**src/rtl/deser_32b_to_100b.sv**
```systemverilog
// deser_32b_to_100b: assembles groups of IN_NBITS-wide beats into one
// OUT_NBITS-wide word and presents it on a registered val/rdy output.
// Ports:
//   clk      rising-edge clock
//   reset    asynchronous, active-low reset
//   in_val   upstream beat valid
//   in_rdy   block can accept a beat this cycle (combinational from out_rdy)
//   in_      beat data
//   out_val  assembled word valid (registered)
//   out_rdy  downstream accepts the word this cycle
//   out      assembled word (registered)
module deser_32b_to_100b #(
  parameter int unsigned IN_NBITS  = 32,
  parameter int unsigned OUT_NBITS = 100
) (
  input  logic                 clk,
  input  logic                 reset,
  input  logic                 in_val,
  output logic                 in_rdy,
  input  logic [IN_NBITS-1:0]  in_,
  output logic                 out_val,
  input  logic                 out_rdy,
  output logic [OUT_NBITS-1:0] out
);

  localparam int unsigned NBEATS  = (OUT_NBITS + IN_NBITS - 1) / IN_NBITS;
  localparam int unsigned CNT_W   = (NBEATS > 1) ? $clog2(NBEATS) : 1;
  localparam int unsigned LAST_W  = OUT_NBITS - (NBEATS - 1) * IN_NBITS;
  localparam logic [CNT_W-1:0] LAST_BEAT = CNT_W'(NBEATS - 1);

  typedef enum logic {
    S_FILL = 1'b0,
    S_FULL = 1'b1
  } state_t;

  state_t                 state_q, state_d;
  logic [CNT_W-1:0]       cnt_q, cnt_d;
  logic [OUT_NBITS-1:0]   wreg_q, wreg_d;
  logic                   in_xfer;
  logic                   out_xfer;

  // Ready whenever empty, or when the held word leaves on this same edge.
  assign in_rdy   = reset & ((state_q != S_FULL) | out_rdy);
  assign in_xfer  = in_val & in_rdy;
  assign out_xfer = (state_q == S_FULL) & out_rdy;

  assign out_val  = (state_q == S_FULL);
  assign out      = wreg_q;

  // State register, beat counter and word register.
  always_ff @(posedge clk or negedge reset) begin
    if (!reset) begin
      state_q <= S_FILL;
      cnt_q   <= '0;
      wreg_q  <= '0;
    end else begin
      state_q <= state_d;
      cnt_q   <= cnt_d;
      wreg_q  <= wreg_d;
    end
  end

  // Next-state: while FULL the counter sits at 0, so cnt_q is also the
  // correct beat slot for a beat accepted alongside an output transfer.
  always_comb begin
    state_d = state_q;
    cnt_d   = cnt_q;
    wreg_d  = wreg_q;

    if (in_xfer) begin
      for (int unsigned k = 0; k < NBEATS - 1; k++) begin
        if (cnt_q == CNT_W'(k)) begin
          wreg_d[k*IN_NBITS +: IN_NBITS] = in_;
        end
      end
      // Final beat only supplies the remaining top bits; the rest is dropped.
      if (cnt_q == LAST_BEAT) begin
        wreg_d[OUT_NBITS-1 -: LAST_W] = in_[LAST_W-1:0];
      end
    end

    unique case (state_q)
      S_FILL: begin
        if (in_xfer) begin
          if (cnt_q == LAST_BEAT) begin
            cnt_d   = '0;
            state_d = S_FULL;
          end else begin
            cnt_d = cnt_q + CNT_W'(1);
          end
        end
      end
      S_FULL: begin
        if (out_xfer) begin
          state_d = S_FILL;
          if (in_xfer) begin
            cnt_d = CNT_W'(1);
          end
        end
      end
      default: begin
        state_d = S_FILL;
        cnt_d   = '0;
      end
    endcase
  end

endmodule

```
**config.mk**
```make
export PLATFORM = sky130hd
export DESIGN_NAME = deser_32b_to_100b
export DESIGN_NICKNAME = d
export VERILOG_FILES = /design/src/rtl/deser_32b_to_100b.sv
export SDC_FILE = /design/constraint.sdc
export NUM_CORES = 1
export LEC_CHECK = 0
export CORE_MARGIN = 1.5
export CORE_UTILIZATION = 39
export CTS_CLUSTER_DIAMETER = 150
export DETAILED_ROUTE_END_ITERATION = 10
export GPL_ROUTABILITY_DRIVEN = 1
export GPL_TIMING_DRIVEN = 1
export PLACE_DENSITY = 0.69
export SYNTH_ARGS = -nofsm -noshare
export SYNTH_HDL_FRONTEND = slang
export SYNTH_SLANG_ARGS = --single-unit
```
**constraint.sdc**
```tcl
create_clock -name clk -period 1.85 [get_ports clk]
set_input_delay 0.37 -clock clk [delete_from_list [all_inputs] [get_ports clk]]
set_output_delay 0.37 -clock clk [all_outputs]
set_load 0.02 [all_outputs]
```
Sizing map:
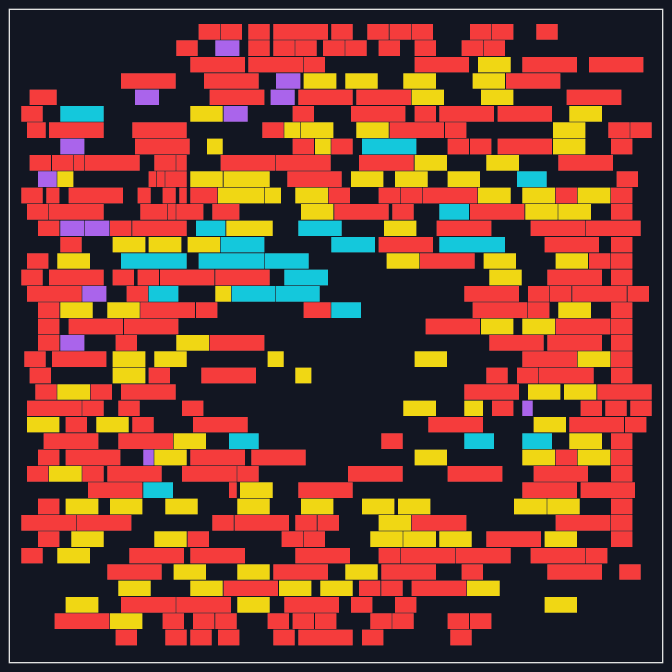
Key: x6 and larger = cyan [cells 21, most used clkbuf_8]; x2 = purple [cells 13, most used mux2_2]; x1 and smaller = red [cells 256, most used clkdlybuf4s50_1]; x3 and x4 = yellow [cells 102, most used mux2_4]
Final WS setup: 0.0764 ns
area grow syn2layout: 44.6%
fin area: 6260 sq um
Buffers, non-clock: 154

Sequential cells coloured by netlist name:
Scale bar: 20 microns. Other sequential cells in the stronger grey, the rest of the logic in the fainter grey.
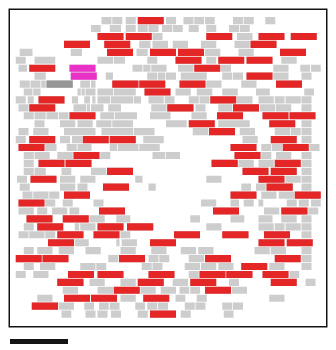
Key: out = red [sequential cells 100, where all over the die]; cnt_q = magenta [sequential cells 2]
Another 1 sequential cells are not coloured.
Reg area: 2580 sq um
final core occ: 0.577
Flop+latch power: 4.08 mW
Seq/total area: 0.412

Routing congestion:
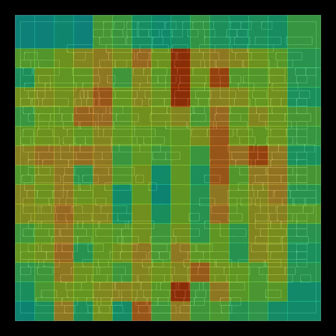
M1 GR Usage: 0.218
Tot GR Track Use: 0.168
gr busiest metal: met2
met2 usage: 0.259
Routed WL per cell: 17.5 microns

==> ci_impl_report.md <==
### Yosys + OpenROAD results

| Metric | Value |
|---|---|
| Critical Path RT | `1.48 ns` |
| Final #Nets | `427` |
| Synth Area in Compound Gates | `0.00116` |
| Root buf cell | `clkbuf_8` |
| Net Switching | `4.00 mW` |
| Layout non-clock buf frac | `0.259` |
| FP Core Util | `0.399` |
| Arr. time, crit path | `1.40 ns` |
| Met3 WL | `727 microns` |
| Fin crit period | `1.77 ns` |
| Post-synth EDFFs | `0` |
| Post-route DRC | `0` |
| Worst path bufs/invs | `2` |
| Combinational share of cell area | `0.262` |
| Total number of vias | `2480` |
| Slew @ Worst Pin | `0.589 ns` |
| Status | `finished, final reports clean` |
| Vias in the first global route | `2772` |
| Synth warn | `0` |
| Synth Area per Inst | `18.7 sq um` |
| Reg2reg path depth | `5` |
| IO Pins | `138` |
| Power in the clock group | `1.65 mW` |
| Hold WC Path Type | `input pin to asynchronous set/reset pin` |
| Crit share post-route | `0.959` |
| RR Endpoint | `out[81]` |
| Share of cells above drive strength 1 | `0.347` |
| Placed Area | `5980 sq um` |
| Initial DRC Count | `64` |
| Setup TNS | `0 ns` |
| Power Internal | `7.88 mW` |
| Syn nets | `271` |
| Initial antenna violation count | `1` |
| CP Cell Sequence | `clkdlybuf4s50_1 -> nand2b_2 -> and2_1 -> dlygate4sd2_1` |
| Core Region | `10800 sq um` |
| Resized cells post-CTS | `1` |
| RSZ-0062 raised after global routing | `no` |
| CP Capture Type | `primary output` |
| Die area | `11700 sq um` |
| Routed WL | `9290 microns` |
| Die width | `108 microns` |
| Maximum fanout along the worst path | `2` |
| Flop2flop setup slack | `0.30 ns` |
| Top-area cell share | `0.595` |
| Power per Cell Area | `1900 nW/um^2` |
| Invs w/o clock | `2` |
| Comb pwr share | `0.518` |
| Most numerous logic cells after layout | `134 x clkdlybuf4s50_1, 103 x dfrtp_1, 90 x mux2_4, 10 x mux2_2, 9 x clkbuf_8` |
| Switching Share | `0.337` |
| Sequential Power Share | `0.343` |
| DR WL met2 | `4350 microns` |
| Layout Cells excl Fill | `532` |
| Remaining global-route overflow | `0` |
| Worst setup endpoint | `in_rdy` |
| CTS buffer count | `9` |
| Port Buf Inserts | `137` |
| Largest cell class by area | `sequential cells` |
| HPWL after detailed placement | `6500 microns` |
| H-tree depth | `3` |
Power is estimated from default activity; no workload was simulated.
